`src/rtl/dm_dmi_responder.sv`:
```
// dm_dmi_responder
//   Debug Module side of the DMI. It accepts one request at a time from the
//   debug transport and returns exactly one response per request. It owns the
//   dmcontrol, dmstatus, abstractcs, command, sbcs and data0/data1 registers.
//   It also drives the single-hart halt/resume handshake and ndmreset.
//
// Ports
//   clk, rst_n         clock, asynchronous active-low reset
//   dmi_req_*          request channel (valid/ready, addr, op, data)
//   dmi_resp_*         response channel (valid/ready, data, op)
//   hart_halted        hart status input: hart is in debug mode
//   hart_running       hart status input: hart is executing normally
//   hart_resumeack     one-cycle pulse from the hart: it has resumed
//   hart_haltreq       level halt request (stored dmcontrol.haltreq)
//   hart_resumereq     resume request, held until the hart acknowledges it
//   ndmreset           dmcontrol.ndmreset
//   dmactive           dmcontrol.dmactive
module dm_dmi_responder #(
  parameter int ABITS     = 7,
  parameter int DATACOUNT = 2
) (
  input  logic             clk,
  input  logic             rst_n,
  input  logic             dmi_req_valid,
  output logic             dmi_req_ready,
  input  logic [ABITS-1:0] dmi_req_addr,
  input  logic [1:0]       dmi_req_op,
  input  logic [31:0]      dmi_req_data,
  output logic             dmi_resp_valid,
  input  logic             dmi_resp_ready,
  output logic [31:0]      dmi_resp_data,
  output logic [1:0]       dmi_resp_op,
  input  logic             hart_halted,
  input  logic             hart_running,
  input  logic             hart_resumeack,
  output logic             hart_haltreq,
  output logic             hart_resumereq,
  output logic             ndmreset,
  output logic             dmactive
);

  localparam logic [ABITS-1:0] ADDR_DATA0      = ABITS'(7'h04);
  localparam logic [ABITS-1:0] ADDR_DATA1      = ABITS'(7'h05);
  localparam logic [ABITS-1:0] ADDR_DMCONTROL  = ABITS'(7'h10);
  localparam logic [ABITS-1:0] ADDR_DMSTATUS   = ABITS'(7'h11);
  localparam logic [ABITS-1:0] ADDR_ABSTRACTCS = ABITS'(7'h16);
  localparam logic [ABITS-1:0] ADDR_COMMAND    = ABITS'(7'h17);
  localparam logic [ABITS-1:0] ADDR_SBCS       = ABITS'(7'h38);

  localparam logic [1:0] OP_READ     = 2'd1;
  localparam logic [1:0] OP_WRITE    = 2'd2;
  localparam logic [1:0] OP_RESERVED = 2'd3;
  localparam logic [1:0] RESP_OK     = 2'd0;
  localparam logic [1:0] RESP_FAILED = 2'd2;

  localparam logic [31:0] DMCONTROL_WMASK = 32'hFFFF_FFFF;
  // resumereq(30), ackhavereset(28), ackunavail(27), setkeepalive(5),
  // clrkeepalive(4), setresethaltreq(3) and clrresethaltreq(2) are command
  // strobes. They are acted on at write time and never stored.
  localparam logic [31:0] DMCONTROL_WO    = 32'h5800_003C;
  localparam logic [31:0] SBCS_WMASK      = 32'h001F_1000;

  typedef enum logic {S_IDLE, S_RESP} xact_state_e;
  typedef enum logic {R_IDLE, R_REQ}  resume_state_e;

  xact_state_e   xact_state_reg, xact_state_next;
  resume_state_e resume_state_reg, resume_state_next;

  logic [31:0] resp_data_reg, resp_data_next;
  logic [1:0]  resp_op_reg, resp_op_next;
  logic        resumeack_reg, resumeack_next;
  logic [31:0] dmcontrol_reg, dmcontrol_next;
  logic [2:0]  cmderr_reg, cmderr_next;
  logic        relaxedpriv_reg, relaxedpriv_next;
  logic [31:0] command_reg, command_next;
  logic [31:0] sbcs_reg, sbcs_next;

  logic [DATACOUNT-1:0][31:0] data_q;

  logic        accept, do_write;
  logic        dmcontrol_wr, abstractcs_wr, command_wr, sbcs_wr;
  logic        dm_clear, resume_start;
  logic [31:0] dmstatus_val, abstractcs_val, rdata;

  assign accept        = dmi_req_valid && (xact_state_reg == S_IDLE);
  assign do_write      = accept && (dmi_req_op == OP_WRITE);
  assign dmcontrol_wr  = do_write && (dmi_req_addr == ADDR_DMCONTROL);
  assign abstractcs_wr = do_write && (dmi_req_addr == ADDR_ABSTRACTCS);
  assign command_wr    = do_write && (dmi_req_addr == ADDR_COMMAND);
  assign sbcs_wr       = do_write && (dmi_req_addr == ADDR_SBCS);

  // Any dmcontrol write with dmactive=0 puts the debug module back into its
  // inactive state, whatever dmactive was before the write.
  assign dm_clear = dmcontrol_wr && !dmi_req_data[0];

  // Resume is only requested by an active module, to a halted hart, and never
  // together with haltreq. The request must also keep dmactive set.
  assign resume_start = dmcontrol_wr && dmcontrol_reg[0] && dmi_req_data[0] &&
                        dmi_req_data[30] && !dmi_req_data[31] && hart_halted;

  // ---------------------------------------------------------------- status
  always_comb begin
    dmstatus_val        = '0;
    dmstatus_val[3:0]   = 4'd2;          // version
    dmstatus_val[7]     = 1'b1;          // authenticated
    dmstatus_val[8]     = hart_halted;   // anyhalted
    dmstatus_val[9]     = hart_halted;   // allhalted
    dmstatus_val[10]    = hart_running;  // anyrunning
    dmstatus_val[11]    = hart_running;  // allrunning
    dmstatus_val[16]    = resumeack_reg; // anyresumeack
    dmstatus_val[17]    = resumeack_reg; // allresumeack
  end

  always_comb begin
    abstractcs_val       = '0;
    abstractcs_val[3:0]  = 4'(DATACOUNT);
    abstractcs_val[10:8] = cmderr_reg;
    abstractcs_val[11]   = relaxedpriv_reg;
  end

  always_comb begin
    rdata = '0;
    case (dmi_req_addr)
      ADDR_DATA0:      rdata = data_q[0];
      ADDR_DATA1:      rdata = (DATACOUNT == 2) ? data_q[DATACOUNT-1] : '0;
      ADDR_DMCONTROL:  rdata = dmcontrol_reg;
      ADDR_DMSTATUS:   rdata = dmstatus_val;
      ADDR_ABSTRACTCS: rdata = abstractcs_val;
      ADDR_COMMAND:    rdata = command_reg;
      ADDR_SBCS:       rdata = sbcs_reg;
      default:         rdata = '0;
    endcase
  end

  // ----------------------------------------------------- transaction FSM
  always_comb begin
    xact_state_next = xact_state_reg;
    resp_data_next  = resp_data_reg;
    resp_op_next    = resp_op_reg;
    case (xact_state_reg)
      S_IDLE: begin
        if (dmi_req_valid) begin
          xact_state_next = S_RESP;
          resp_data_next  = (dmi_req_op == OP_READ) ? rdata : '0;
          resp_op_next    = (dmi_req_op == OP_RESERVED) ? RESP_FAILED : RESP_OK;
        end
      end
      S_RESP: begin
        if (dmi_resp_ready) xact_state_next = S_IDLE;
      end
      default: xact_state_next = S_IDLE;
    endcase
  end

  // --------------------------------------------------------- resume FSM
  always_comb begin
    resume_state_next = resume_state_reg;
    resumeack_next    = resumeack_reg;
    case (resume_state_reg)
      R_IDLE: begin
        if (resume_start) begin
          resume_state_next = R_REQ;
          resumeack_next    = 1'b0;
        end
      end
      R_REQ: begin
        if (dm_clear) begin
          resume_state_next = R_IDLE;
        end else if (hart_resumeack) begin
          resume_state_next = R_IDLE;
          resumeack_next    = 1'b1;
        end
      end
      default: resume_state_next = R_IDLE;
    endcase
  end

  // ------------------------------------------------- register write actions
  always_comb begin
    dmcontrol_next   = dmcontrol_reg;
    cmderr_next      = cmderr_reg;
    relaxedpriv_next = relaxedpriv_reg;
    command_next     = command_reg;
    sbcs_next        = sbcs_reg;

    if (dmcontrol_wr) begin
      if (!dmi_req_data[0]) begin
        dmcontrol_next = '0;
      end else if (!dmcontrol_reg[0]) begin
        // An inactive module only listens to dmactive.
        dmcontrol_next = 32'h0000_0001;
      end else begin
        dmcontrol_next = ((dmcontrol_reg & ~DMCONTROL_WMASK) |
                          (dmi_req_data & DMCONTROL_WMASK)) & ~DMCONTROL_WO;
      end
    end

    if (abstractcs_wr) begin
      // Only relaxedpriv (bit 11) is writable. cmderr is cleared bit by bit on 1s.
      relaxedpriv_next = dmi_req_data[11];
      cmderr_next      = cmderr_reg & ~dmi_req_data[10:8];
    end

    if (command_wr) begin
      command_next = dmi_req_data;
      // No abstract commands are implemented. The first error sticks.
      if (cmderr_reg == 3'd0) cmderr_next = 3'd2;
    end

    if (sbcs_wr) sbcs_next = (sbcs_reg & ~SBCS_WMASK) | (dmi_req_data & SBCS_WMASK);

    if (dm_clear) begin
      cmderr_next = '0;
      sbcs_next   = '0;
    end
  end

  // ------------------------------------------------------------ state
  always_ff @(posedge clk or negedge rst_n) begin
    if (!rst_n) begin
      xact_state_reg   <= S_IDLE;
      resume_state_reg <= R_IDLE;
      resp_data_reg    <= '0;
      resp_op_reg      <= RESP_OK;
      resumeack_reg    <= 1'b0;
      dmcontrol_reg    <= '0;
      cmderr_reg       <= '0;
      relaxedpriv_reg  <= 1'b0;
      command_reg      <= '0;
      sbcs_reg         <= '0;
    end else begin
      xact_state_reg   <= xact_state_next;
      resume_state_reg <= resume_state_next;
      resp_data_reg    <= resp_data_next;
      resp_op_reg      <= resp_op_next;
      resumeack_reg    <= resumeack_next;
      dmcontrol_reg    <= dmcontrol_next;
      cmderr_reg       <= cmderr_next;
      relaxedpriv_reg  <= relaxedpriv_next;
      command_reg      <= command_next;
      sbcs_reg         <= sbcs_next;
    end
  end

  genvar gi;
  generate
    for (gi = 0; gi < DATACOUNT; gi++) begin : g_data
      localparam logic [ABITS-1:0] ADDR = ABITS'(4 + gi);
      logic [31:0] value_reg;
      always_ff @(posedge clk or negedge rst_n) begin
        if (!rst_n) begin
          value_reg <= '0;
        end else if (dm_clear) begin
          value_reg <= '0;
        end else if (do_write && (dmi_req_addr == ADDR)) begin
          value_reg <= dmi_req_data;
        end
      end
      assign data_q[gi] = value_reg;
    end
  endgenerate

  // ----------------------------------------------------------- outputs
  assign dmi_req_ready  = (xact_state_reg == S_IDLE);
  assign dmi_resp_valid = (xact_state_reg == S_RESP);
  assign dmi_resp_data  = resp_data_reg;
  assign dmi_resp_op    = resp_op_reg;
  assign hart_haltreq   = dmcontrol_reg[31];
  assign ndmreset       = dmcontrol_reg[1];
  assign dmactive       = dmcontrol_reg[0];
  assign hart_resumereq = (resume_state_reg == R_REQ);

endmodule

```
`config.mk`:
```
export PLATFORM = sky130hd
export DESIGN_NAME = dm_dmi_responder
export DESIGN_NICKNAME = d
export VERILOG_FILES = /design/src/rtl/dm_dmi_responder.sv
export SDC_FILE = /design/constraint.sdc
export NUM_CORES = 1
export LEC_CHECK = 0
export ABC_AREA = 1
export CAP_MARGIN = 0
export CELL_PAD_IN_SITES_DETAIL_PLACEMENT = 1
export CELL_PAD_IN_SITES_GLOBAL_PLACEMENT = 1
export CORE_MARGIN = 1
export CORE_UTILIZATION = 40
export CTS_CLUSTER_DIAMETER = 60
export DETAILED_ROUTE_END_ITERATION = 7
export PLACE_DENSITY_LB_ADDON = 0.05
export SLEW_MARGIN = 15
export SYNTH_ARGS = -nofsm -noshare
export SYNTH_HDL_FRONTEND = slang
export SYNTH_SLANG_ARGS = --single-unit
```
`constraint.sdc`:
```
create_clock -name clk -period 3.7 [get_ports clk]
set_input_delay 0.74 -clock clk [delete_from_list [all_inputs] [get_ports clk]]
set_output_delay 0.74 -clock clk [all_outputs]
set_load 0.005 [all_outputs]
```
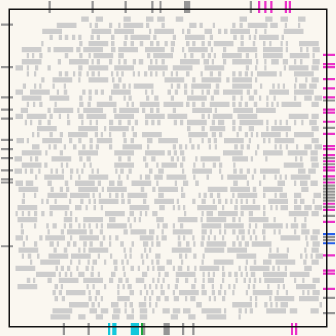
Fig. 1. Pin placement (run 1).
Pins as bars across the die edge, other pins in grey.
Key: hart_resumeack = green [pins 1, direction input, edge bottom]; dmi_resp_data = magenta [pins 32, direction output, edge 25 right, 5 top, 2 bottom]; dmi_req_addr = cyan [pins 7, direction input, edge bottom]; dmi_req_op = blue [pins 2, direction input, edge right]
All pins by edge: 44 right, 18 bottom, 14 top, 12 left.

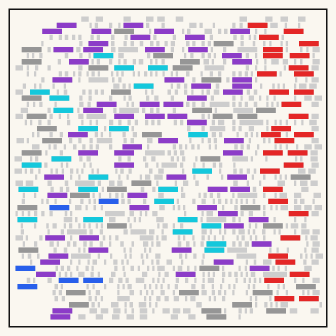
Fig. 2. Sequential cells grouped by signal name (run 1).
Other sequential cells in the stronger grey, the rest of the logic in the fainter grey.
Key: dmi_resp_data = red [sequential cells 32, where a vertical strip on the right]; dmcontrol_reg = cyan [sequential cells 25]; g_data.value_reg = purple [sequential cells 64]; sbcs_reg = blue [sequential cells 6, where lower left]
Another 40 sequential cells are not coloured.

==> flow_summary.ini, run 1 <==
; yosys + openroad results
[run_status]
status = finished clean

[global_route]
grt_max_degree = 83
track_usage = 0.263
globalRoute.totalOverflow = 0
first_global_vias = 7182
antenna_found_initial = 0
grt_pass1_wl_mm = 39.9

[logic_synthesis]
postSynthAreaPerCell_um2 = 7.96
synthCells = 978
synth_seq_share = 0.537
synth.distinct_cells = 26
ys_area_mm2 = 0.00778
yosysWarnings = 0
syn_area_mm2 = 0.00778
numSynthFlops = 167
fp_nets = 1026
ys_cells = 978

[clocking]
clk_latency_ns = 0.44
cts_made_buffers = 17
cts_resized = 0
cts_tree = built
cts_hold_buf = 0
cts_root_buf = clkbuf_16
cts.clk_slew.worst_paths_ns = 0.07
clk_path_buf_depth = 2
clock_sinks = 167
htreeDepth = 4
post_cts_buffers = 0

[critical_path]
cpMostUsedCell = nand2_1
critPathCaptureType = flip-flop
cpPeakStageDelay_ns = 0.54
crit_chain = clkdlybuf4s50_1 > nor2_4 > nand2_1 > nor2_1 > nand3_4 > buf_12 > nand2_1 > o21ai_0
startpoint_type = input port
crit_fanout = 56
path_buffers = 2
crit_family = simple AND/OR/NAND/NOR gates
path_class = input port to flip-flop
r2r_end = g_data[0].value_reg[18]
cp_slowest_cell = clkdlybuf4s50_1
r2r_start = dmi_resp_valid
r2r_cells = 8
cp.required_ns = 4.00
worstPathArrival_ns = 2.87
r2r_slack_ns = 1.64

[route]
drt_iter0_drc = 316
drc = 0
drt_pass1_iterations = 4
num_vias = 6989
totalWireLength_mm = 24.6
final_antenna_net_count = 0
via_per_inst = 5.30
wire_per_inst_um = 18.6

[job]
maxCapViolCount = 0
warnings = 26

[final_timing]
tns_ns = 0
layout_min_cycle_time_ns = 2.58
max_clock_freq_mhz = 388
finalClockSkew_ns = 0.00737
relSlewSlack = 0.462
slew_violations = 0
setup_viol = 0
rsz0062_at_grt = no
hold_viol = 0
period_used_share = 0.696
tightest_slew_ns = 0.806

[floorplanning]
fp_util = 0.412
die_h_um = 141
die-width_um = 141
design.core.area_mm2 = 0.0189
row_count = 50
io_pins = 88
die_area_mm2 = 0.0200

[final_layout]
mostFrequentLayoutCells = 320 x nand2_1, 167 x dfrtp_1, 165 x nand3_1
drive_gt1_frac = 0.0718
insertedDiodeCount = 0
nNetsFinal = 1093
final_common_cell = nand2_1
syn_to_final_growth_pct = 22.6
largest_register_ffs = 64

[power_and_ir_drop]
powerDensity_mw_per_mm2 = 413
vdd_drop_max_uv = 315
p_total_mw = 3.95
p_leak_nw = 4.81

[placement]
gp_congestion = 0.782
dpl.hpwl_mm = 15.9
portBuffers = 86

[min_path]
hp-class = input port to asynchronous set/reset pin
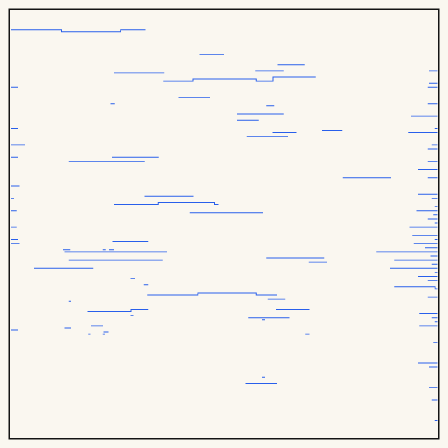
Fig. 3. Signal wires on met3 (run 1).
79 nets have wire on it. The wires run mostly horizontal. The layer holds 3.3% of the routed length. The layer carries 804 um of wire.

[run 1: worst max-delay path by stage]
| stage | slack [ns] | startpoint | end | depth (start not counted) |
|---|---|---|---|---|
| after floorplan | 1.82 | dmi_req_addr[3] | dmi_resp_data[2] | 10 |
| after global placement | 0.72 | dmi_req_addr[0] | g_data[0].value_reg[19] | 8 |
| after detailed placement | 0.69 | dmi_req_addr[0] | g_data[0].value_reg[19] | 8 |
| after CTS | 1.13 | dmi_req_addr[0] | sbcs_reg[17] | 8 |
| after global routing | 0.93 | dmi_req_addr[0] | sbcs_reg[17] | 8 |
| final | 1.12 | dmi_req_addr[0] | sbcs_reg[17] | 8 |
[run 1: synth_stat cells, drive strengths merged]
cell type	n	area [um^2]
nand2	323	1220
nand3	168	846
dfrtp	167	4180
o21ai	101	505
nor2	62	278
inv	54	203
clkbuf	36	136
buf	25	136
nand4	18	113
o22ai	12	75.1
o211ai	3	22.5
o21a	3	22.5
a211oi	2	15.0
a31oi	1	6.26
conb	1	3.75
nor3	1	16.3
or2	1	6.26
[run 1: power by group]
part	internal, mW	switching, mW	leakage, nW
logic	0.0923	0.162	2.32
clock network	1.01	0.809	0.280
registers	1.86	0.0146	2.21
[run 1: final cells by class]
class / instances / area [um^2]
Fill cell: 2320 / 9350
Inverter: 54 / 203
Timing Repair Buffer: 109 / 1100
Tap cell: 260 / 325
Sequential cell: 167 / 4180
Clock buffer: 18 / 429
Multi-Input combinational cell: 696 / 3150
Clock inverter: 14 / 164
[run 1: worst register-to-register path: cells and delay by family, from the launching register on]
kind | cells | cell delay, ns
DFF | 1 | 0.39
buffers and inverters | 2 | 0.32
and+or+nand+nor | 5 | 1.05
AOI/OAI and AO/OA | 1 | 0.15
[run 1: metal layers]
layer  vias to the layer above  share of wire  global-route usage
met5                         -              0                   0
met4                         0          0.010              0.0656
met3                        26          0.033              0.0412
met2                       131           0.46               0.420
met1                      3493           0.49               0.375
li1                       3339              -                   -
[run 1: cells by family after synthesis]
group	Yosys count	synth area share
buffers and inverters	115	0.0611
AOI/OAI and AO/OA	122	0.0831
other	1	0.000482
and+or+nand+nor	573	0.318
DFF	167	0.537
[run 1: per-stage QoR]
stage	instances	setup slack, ns	hold slack (ns)	area (um^2)	utilization
detailed placement	1286	0.695	0.464	8950	0.474
global placement	1286	0.719	0.462	8950	0.474
floorplan	978	1.82	0.441	7780	-
CTS	1318	1.13	0.404	9540	0.505
global route	1318	0.928	0.405	9540	0.505
finish	1318	1.12	0.333	9540	0.505
==> inputs of run 2 (changes only) <==
--- a/config.mk
+++ b/config.mk
@@ -10,7 +10,7 @@
 export CELL_PAD_IN_SITES_DETAIL_PLACEMENT = 1
 export CELL_PAD_IN_SITES_GLOBAL_PLACEMENT = 1
 export CORE_MARGIN = 1
-export CORE_UTILIZATION = 40
+export CORE_UTILIZATION = 38
 export CTS_CLUSTER_DIAMETER = 60
 export DETAILED_ROUTE_END_ITERATION = 7
 export PLACE_DENSITY_LB_ADDON = 0.05
==> constraint.sdc (replaced) <==
create_clock -name clk -period 2.1 [get_ports clk]
set_input_delay 0.42 -clock clk [delete_from_list [all_inputs] [get_ports clk]]
set_output_delay 0.42 -clock clk [all_outputs]
set_load 0.005 [all_outputs]
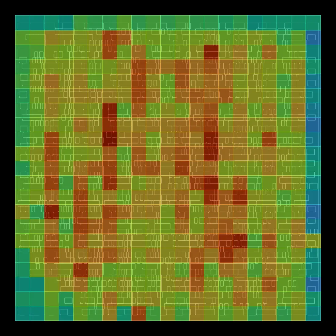
Fig. 4. Congestion heat map (run 2).
GR Util met3: 0.0308
gr usage total: 0.255
routed length per instance: 18.5 um
Finished Core Util: 0.515

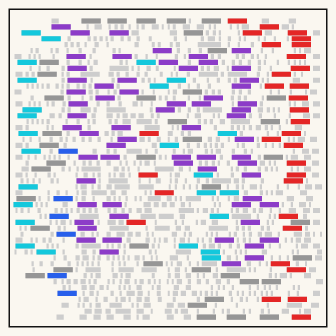
Fig. 5. Sequential cells grouped by signal name (run 2).
Other sequential cells in the stronger grey, the rest of the logic in the fainter grey.
Key: sbcs_reg = blue [sequential cells 6]; dmcontrol_reg = cyan [sequential cells 25]; g_data.value_reg = purple [sequential cells 64]; dmi_resp_data = red [sequential cells 32]

==> flow_summary.ini, run 2 <==
; yosys + openroad results
[logic_synthesis]
flop_cell = dfrtp_1
edf_count = 0
topCellsByArea = dfrtp_1 54%, nand2_1 15%, nand3_1 11%
numSynthFlops = 167
synthCells = 978
ys_top_cells_by_count = 320 x nand2_1, 167 x dfrtp_1, 167 x nand3_1
synth_seq_share = 0.537
postSynthAreaPerCell_um2 = 7.96
synth.distinct_cells = 26
yosysMostFrequentCell = nand2_1
top_area_frac = 0.537

[clocking]
cts_tree = built
cts_root_buf = clkbuf_16
cts_made_buffers = 17
clk_latency_ns = 0.43
cts_resized = 0
cts.clk_slew.worst_paths_ns = 0.07
htreeDepth = 4
clk_path_buf_depth = 2

[critical_path]
cpMostUsedCell = nand2_1
crit_family = buffers and inverters
critPathCaptureType = flip-flop
startpoint_type = input port
r2r_slack_ns = 0.34
cpPeakStageDelay_ns = 0.57
path_buffers = 4
cp.required_ns = 2.47
worstPathArrival_ns = 2.27
crit_fanout = 10
path_class = input port to flip-flop
r2r_start = dmi_resp_valid
cp_slowest_cell = clkdlybuf4s50_1
critPathLaunch = dmi_req_addr[0]

[floorplanning]
row_count = 51
design.core.area_mm2 = 0.0198
die_area_mm2 = 0.0211
die_h_um = 145
fp_util = 0.393
io_pins = 88
die-width_um = 145

[final_timing]
holdWs_ns = 0.442
period_used_share = 0.902
tns_ns = 0
finalClockSkew_ns = 0.0110
slew_violations = 0
hold_viol = 0
setup_viol = 0
max_clock_freq_mhz = 528
layout_min_cycle_time_ns = 1.89

[route]
final_antenna_net_count = 0
via_per_inst = 5.22
drt_pass1_iterations = 5
drt_iter0_drc = 449
drc = 0
totalWireLength_mm = 25.7

[power_and_ir_drop]
vdd_drop_max_uv = 614
powerDensity_mw_per_mm2 = 681
p_leak_nw = 5.18
p_total_mw = 6.94

[final_layout]
syn_to_final_growth_pct = 30.8
final_common_cell = nand2_1
fin_cells = 1388
final-seq-area_mm2 = 0.00418
nFillCells = 2414
nNetsFinal = 1158
drive_gt1_frac = 0.126
largest_register_ffs = 64
final-comb-area_mm2 = 0.00315
fin_area_mm2 = 0.0102

[min_path]
hp-class = input port to asynchronous set/reset pin

[global_route]
grt_pass1_wl_mm = 41.5
globalRoute.totalOverflow = 0
antenna_found_initial = 0
first_global_vias = 7508
grt_max_degree = 43

[job]
maxCapViolCount = 0
warnings = 26

[placement]
portBuffers = 86
dpl.hpwl_mm = 18.3

[run_status]
status = finished clean
run 2: cell families after synthesis:
group / count (synthesis) / share of synthesized area
other cells: 1 / 0.000482
flops: 167 / 0.537
simple gates: 573 / 0.318
compound gates: 122 / 0.0831
buf+inv: 115 / 0.0611
run 2: how the worst max path moves through the flow:
stage                                   end  slack, ns  cells past startpoint
floorplan           g_data[0].value_reg[10]       0.49                      9
global placement          dmi_resp_data[16]      -0.18                     11
detailed placement        dmi_resp_data[16]      -0.21                     11
CTS                       dmi_resp_data[16]       0.20                     11
global route              dmi_resp_data[16]       0.10                     11
finish                    dmi_resp_data[16]       0.21                     11
run 2: power breakdown:
part / leakage [nW] / internal [mW] / switching, mW
sequential: 2.21 / 3.27 / 0.0262
combinational: 2.69 / 0.210 / 0.301
clock: 0.281 / 1.69 / 1.44
run 2: stage by stage:
stage | setup slack [ns] | util
after global routing | 0.104 | 0.515
final | 0.206 | 0.515
after floorplan | 0.493 | -
after global placement | -0.183 | 0.485
after CTS | 0.200 | 0.515
after detailed placement | -0.213 | 0.485
run 2: layout make-up:
type | instances | share of cell area
clock inverter | 14 | 0.0133
inverter | 54 | 0.0199
tap | 265 | 0.0326
multi-input combinational | 696 | 0.309
sequential | 167 | 0.410
clock buffer | 18 | 0.0431
timing repair buffer | 174 | 0.172
run 2: per-layer routing:
layer / vias up / share of wire / global-route usage
met5: - / 0 / 0
met4: 0 / 0.014 / 0.0653
met3: 32 / 0.038 / 0.0308
met2: 157 / 0.46 / 0.408
met1: 3588 / 0.49 / 0.366
li1: 3462 / - / -
run 2: worst register-to-register path, delay by kind of cell, from the launching register on:
kind | cells | cell delay [ns]
AND-OR/OR-AND | 1 | 0.09
buffers and inverters | 3 | 0.41
AND/OR/NAND/NOR | 5 | 0.73
flip-flops | 1 | 0.40
run 2: timing repair:
item,4_1_cts,5_1_grt
endpoints found under the hold margin,23,0
hold buffers,1,0
setup buffers,0,0
Power is estimated from default activity; no workload was simulated.
